==> images/m1.png <==
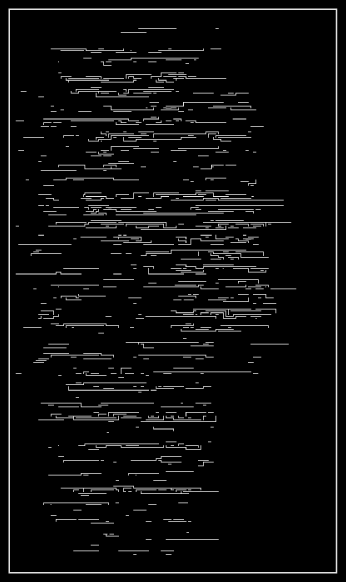
==> images/m2.png <==
Bar = 20 um. Cells faint in the background.
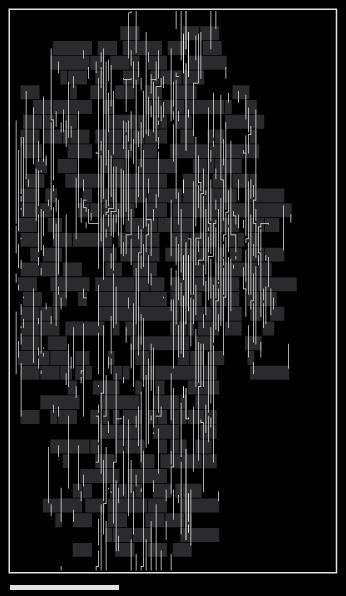
File: src/rtl/starfield_ctrl.sv
// Starfield layer controller: detects frame start from the pixel counters,
// holds one pending config and applies it on a frame boundary, and derives
// the vertical scroll offset from the active speed.
module starfield_ctrl #(
  parameter int unsigned WIDTH  = 640,
  parameter int unsigned HEIGHT = 480
) (
  input  logic        clk,
  input  logic        reset,
  input  logic [10:0] pxl_x,
  input  logic [10:0] pxl_y,
  input  logic        cfg_valid,
  output logic        cfg_ready,
  input  logic        cfg_enable,
  input  logic [2:0]  cfg_density,
  input  logic [2:0]  cfg_speed,
  output logic        frame_start,
  output logic        star_en,
  output logic [2:0]  gap_shift,
  output logic [9:0]  y_offset,
  output logic        busy
);

  localparam int unsigned CNT_W = 8;
  localparam int unsigned Y_W   = 10;

  typedef enum logic {
    IDLE    = 1'b0,
    PENDING = 1'b1
  } state_t;

  state_t           state;
  state_t           state_nxt;
  logic             capture_c;
  logic             apply_c;
  logic             origin_c;
  logic             origin_q;
  logic             pend_en;
  logic [2:0]       pend_gap;
  logic [2:0]       pend_speed;
  logic [2:0]       speed;
  logic [CNT_W-1:0] frame_cnt;
  logic [CNT_W-1:0] cnt_nxt;
  logic [CNT_W-1:0] cnt_lim_c;
  logic [Y_W-1:0]   y_nxt;

  // Line width only matters to the pixel generator; kept as a parameter for symmetry.
  logic unused_width;
  assign unused_width = |32'(WIDTH);

  assign origin_c  = (pxl_x == 11'd0) && (pxl_y == 11'd0);
  assign cfg_ready = (state == IDLE);
  assign busy      = (state == PENDING);

  // Rising edge of the (0,0) condition, reported one cycle later; reset
  // preloads origin_q so a counter parked at (0,0) is not a new frame.
  always_ff @(posedge clk) begin
    if (reset) begin
      origin_q    <= 1'b1;
      frame_start <= 1'b0;
    end else begin
      origin_q    <= origin_c;
      frame_start <= origin_c & ~origin_q;
    end
  end

  // Config handshake state register.
  always_ff @(posedge clk) begin
    if (reset) begin
      state <= IDLE;
    end else begin
      state <= state_nxt;
    end
  end

  // Next state: accept in IDLE, apply on the next frame boundary in PENDING.
  always_comb begin
    state_nxt = state;
    capture_c = 1'b0;
    apply_c   = 1'b0;
    case (state)
      IDLE: begin
        if (cfg_valid) begin
          capture_c = 1'b1;
          state_nxt = PENDING;
        end
      end
      PENDING: begin
        if (frame_start) begin
          apply_c   = 1'b1;
          state_nxt = IDLE;
        end
      end
      default: state_nxt = IDLE;
    endcase
  end

  // Single-entry pending config buffer.
  always_ff @(posedge clk) begin
    if (reset) begin
      pend_en    <= 1'b0;
      pend_gap   <= 3'd0;
      pend_speed <= 3'd0;
    end else if (capture_c) begin
      pend_en    <= cfg_enable;
      pend_gap   <= cfg_density;
      pend_speed <= cfg_speed;
    end
  end

  // Scroll step uses the speed active before this frame; a speed change restarts the divider.
  always_comb begin
    cnt_lim_c = 8'hFF >> (4'(speed) + 4'd1);
    cnt_nxt   = frame_cnt;
    y_nxt     = y_offset;
    if (speed != 3'd0) begin
      if (frame_cnt == cnt_lim_c) begin
        cnt_nxt = '0;
        y_nxt   = (y_offset == Y_W'(HEIGHT - 1)) ? '0 : y_offset + Y_W'(1);
      end else begin
        cnt_nxt = frame_cnt + CNT_W'(1);
      end
    end
    if (apply_c && (pend_speed != speed)) begin
      cnt_nxt = '0;
    end
  end

  // Active settings only move on a frame_start cycle.
  always_ff @(posedge clk) begin
    if (reset) begin
      star_en   <= 1'b0;
      gap_shift <= 3'd0;
      speed     <= 3'd0;
      frame_cnt <= '0;
      y_offset  <= '0;
    end else if (frame_start) begin
      frame_cnt <= cnt_nxt;
      y_offset  <= y_nxt;
      if (apply_c) begin
        star_en   <= pend_en;
        gap_shift <= pend_gap;
        speed     <= pend_speed;
      end
    end
  end

endmodule

File: config.mk
export PLATFORM = sky130hd
export DESIGN_NAME = starfield_ctrl
export DESIGN_NICKNAME = d
export VERILOG_FILES = /design/src/rtl/starfield_ctrl.sv
export SDC_FILE = /design/constraint.sdc
export NUM_CORES = 1
export LEC_CHECK = 0
export CAP_MARGIN = 10
export CORE_ASPECT_RATIO = 1.75
export CORE_UTILIZATION = 30
export DETAILED_ROUTE_END_ITERATION = 8
export PLACE_DENSITY = 0.63
export SETUP_SLACK_MARGIN = 0.1
export SLEW_MARGIN = 30
export SYNTH_ARGS = -nofsm -noshare
export SYNTH_HDL_FRONTEND = slang
export SYNTH_SLANG_ARGS = --single-unit
File: constraint.sdc
create_clock -name clk -period 2 [get_ports clk]
set_clock_uncertainty 0.15 [all_clocks]
set_input_delay 0.3 -clock clk [delete_from_list [all_inputs] [get_ports clk]]
set_output_delay 0.3 -clock clk [all_outputs]
set_load 0.005 [all_outputs]
==> out/qor.tcl <==
set qor(grt.overflow.total) 0
set qor(worst_skew_pair.late_latency_ns) 0.29
set qor(final_util_pct) 49.80
set qor(ys_ff) 35
set qor(timing.critical_path.required_ns) 2.04
set qor(dr.pass1.iters) 4
set qor(most_common_cell_after_layout_fill_and_taps_aside) {clkdlybuf4s50_1}
set qor(synth_nets) 246
set qor(timing.final.crit_period_ns) 2.061
set qor(min_delay_path_depth) 1
set qor(totalNegativeSetupSlack_ns) -0.1948
set qor(num-fill-cells) 533
set qor(irDropWorstVdd_uv) 503.7
set qor(dp_hpwl_um) 3610
set qor(worst_hold_slack_ns) 0.2435
set qor(run_status) {complete, but fails checks}
set qor(core_region_area_um2) 5630
set qor(max_slew_margin_pct) 78.51
set qor(grt_pass1_wl_um) 8010
set qor(place.port_buffers) 48
set qor(setup_slack_ns) -0.06109
set qor(final_min_period_over_clock_period_pct) 103.1
set qor(static-leakage-power_nw) 0.9946
set qor(min_path_type) {flop to flop}
set qor(timing.final.hold_violations) 0
set qor(drv.max_cap_violation_count) 0
set qor(nets) 322
set qor(synthDominantAreaCellType) {dfxtp_1}
set qor(die_y_um) 103.6
set qor(setup_repair_after_global_routing_missed_its_margin) {true}
set qor(tritoncts_num_sinks) 35
set qor(violations_in_the_final_reports) {setup timing}
set qor(share_of_layout_cells_above_drive_strength_1_pct) 27.68
set qor(postPlaceCellArea_um2) 2502
set qor(grt_max_degree) 20
set qor(final_cells) 365
set qor(via_count_of_the_first_global_routing_pass) 1824
set qor(pre_cts_slack_ns) -0.1154
set qor(synth_chip_area_um2) 1768
set qor(wl_met1_um) 1881
set qor(first_iter_violations) 39
set qor(finished_cell_area_um2) 2804
set qor(r2r_cells) 8
set qor(crit_type) {flop to flop}
set qor(antenna_cells) 0
set qor(postRouteAntennaNets) 0
set qor(worst_ep_arrival_time_ns) 2.10
set qor(slew_violations) 0
set qor(met2WireLength_um) 2673
set qor(cts_buffers) 5
set qor(setup-violations-final) 7
set qor(die_area_um2) 6216
set qor(layout_top_cells) {clkdlybuf4s50_1 (48), dfxtp_1 (30), buf_4 (26)}
set qor(pin_count) 49
set qor(netlist_top_cells_area) {dfxtp_1 (40%), nor2_1 (5.3%), a21oi_1 (5.1%), mux2i_1 (5.1%), nand2_1 (4.0%)}
set qor(worst-path-max-fanout) 7
set qor(mapped_cells) 212
set qor(post-synth-top-area-fraction_pct) 39.63
set qor(ys_warn_count) 0
set qor(area.growth.synth_to_final_pct) 58.60
set qor(h-tree-depth) 2
set qor(clock_tree.buffer_depth) 2
set qor(average_via_count_per_standard_cell) 5.008
-- m1.png (at the start) --
nets with wire on the layer: 282
longest straight run: 17.9 um
global-route met1 utilization: 18.22%
overall routed net length: 4860 um
total via count after detailed routing: 1828

-- m2.png (at the start) --
share of all routed wire: 55%
nets with wire on the layer: 275
longest straight run: 35.0 um
global routing met2 resource utilization: 29.44%

what timing repair did:
action	in CTS	in global routing
endpoints found under the hold margin	0	0
buffers inserted	4	3
setup endpoints to repair	17	18
pin swaps	10	13
resized	17	21
path summary, 6_finish.rpt:
path	start	endpoint	slack (ns)
worst min register to register	origin_q	frame_start	0.24
worst max register to register	speed[1]	y_offset[0]	-0.06
worst max-delay path	speed[1]	y_offset[0]	-0.06
worst min-delay path	origin_q	frame_start	0.24
cells in the mapped netlist, types with 2 or more instances:
cell type  instances
nor3b_1            3
xnor2_1            3
nand2_1           19
ha_1               2
nor4_1             6
nor3_1             5
a31oi_1            2
nor2_1            25
mux2i_1            9
clkbuf_1           8
or2_2              2
inv_1              3
xor2_1             7
and3_1             4
nand4_1           10
or3_1              3
nand3_1           14
nor2b_1            3
o21ai_0            8
a21oi_1           18
nand2b_1           2
dfxtp_1           35
and2_1             2
flip-flops by register name, summed over array words and instances (netlist names):
name,count
y_offset,10
origin_q,1
pend_speed,3
frame_cnt,8
gap_shift,3
star_en,1
pend_en,1
speed,3
pend_gap,3
frame_start,1
busy,1
final cells by class:
class,count,area [um2],share of cell area (%)
Clock buffer,6,82.58,2.945
Timing Repair Buffer,79,732.0,26.10
Multi-Input combinational cell,163,1130,40.29
Tap cell,76,95.09,3.391
Clock inverter,2,35.03,1.249
Sequential cell,35,711.9,25.39
Inverter,4,17.52,0.6247
power breakdown:
part           total [mW]  leakage [nW]  internal (mW)  switching, mW
Combinational       0.154         0.646         0.0972         0.0572
Clock               0.666        0.0612          0.403          0.262
Sequential          0.721         0.287          0.710         0.0111
per-layer routing:
layer | track usage, % | vias up
li1 | - | 910
met1 | 18.22 | 858
met2 | 29.44 | 50
met3 | 3.371 | 10
met4 | 7.973 | 0
met5 | 0 | -
critical path, stage by stage (launching register included):
cell     delay [ns]
dfxtp_4        0.38
nor2_2         0.04
or4_4          0.54
a21oi_4        0.19
buf_4          0.14
buf_6          0.08
and3_4         0.21
mux2i_1        0.18
nor2_1         0.05
cells by family after synthesis:
kind of cell             count (synthesis)  share of synthesized area [%]
AND/OR/NAND/NOR                        105                          31.49
AND-OR/OR-AND                           36                          13.02
flip-flops                              35                          39.63
buffers and inverters                   14                          3.751
XOR/XNOR                                10                          4.954
multiplexers                            10                          5.733
adder cells (fa/ha/maj)                  2                          1.415
Power is estimated from default activity; no workload was simulated.
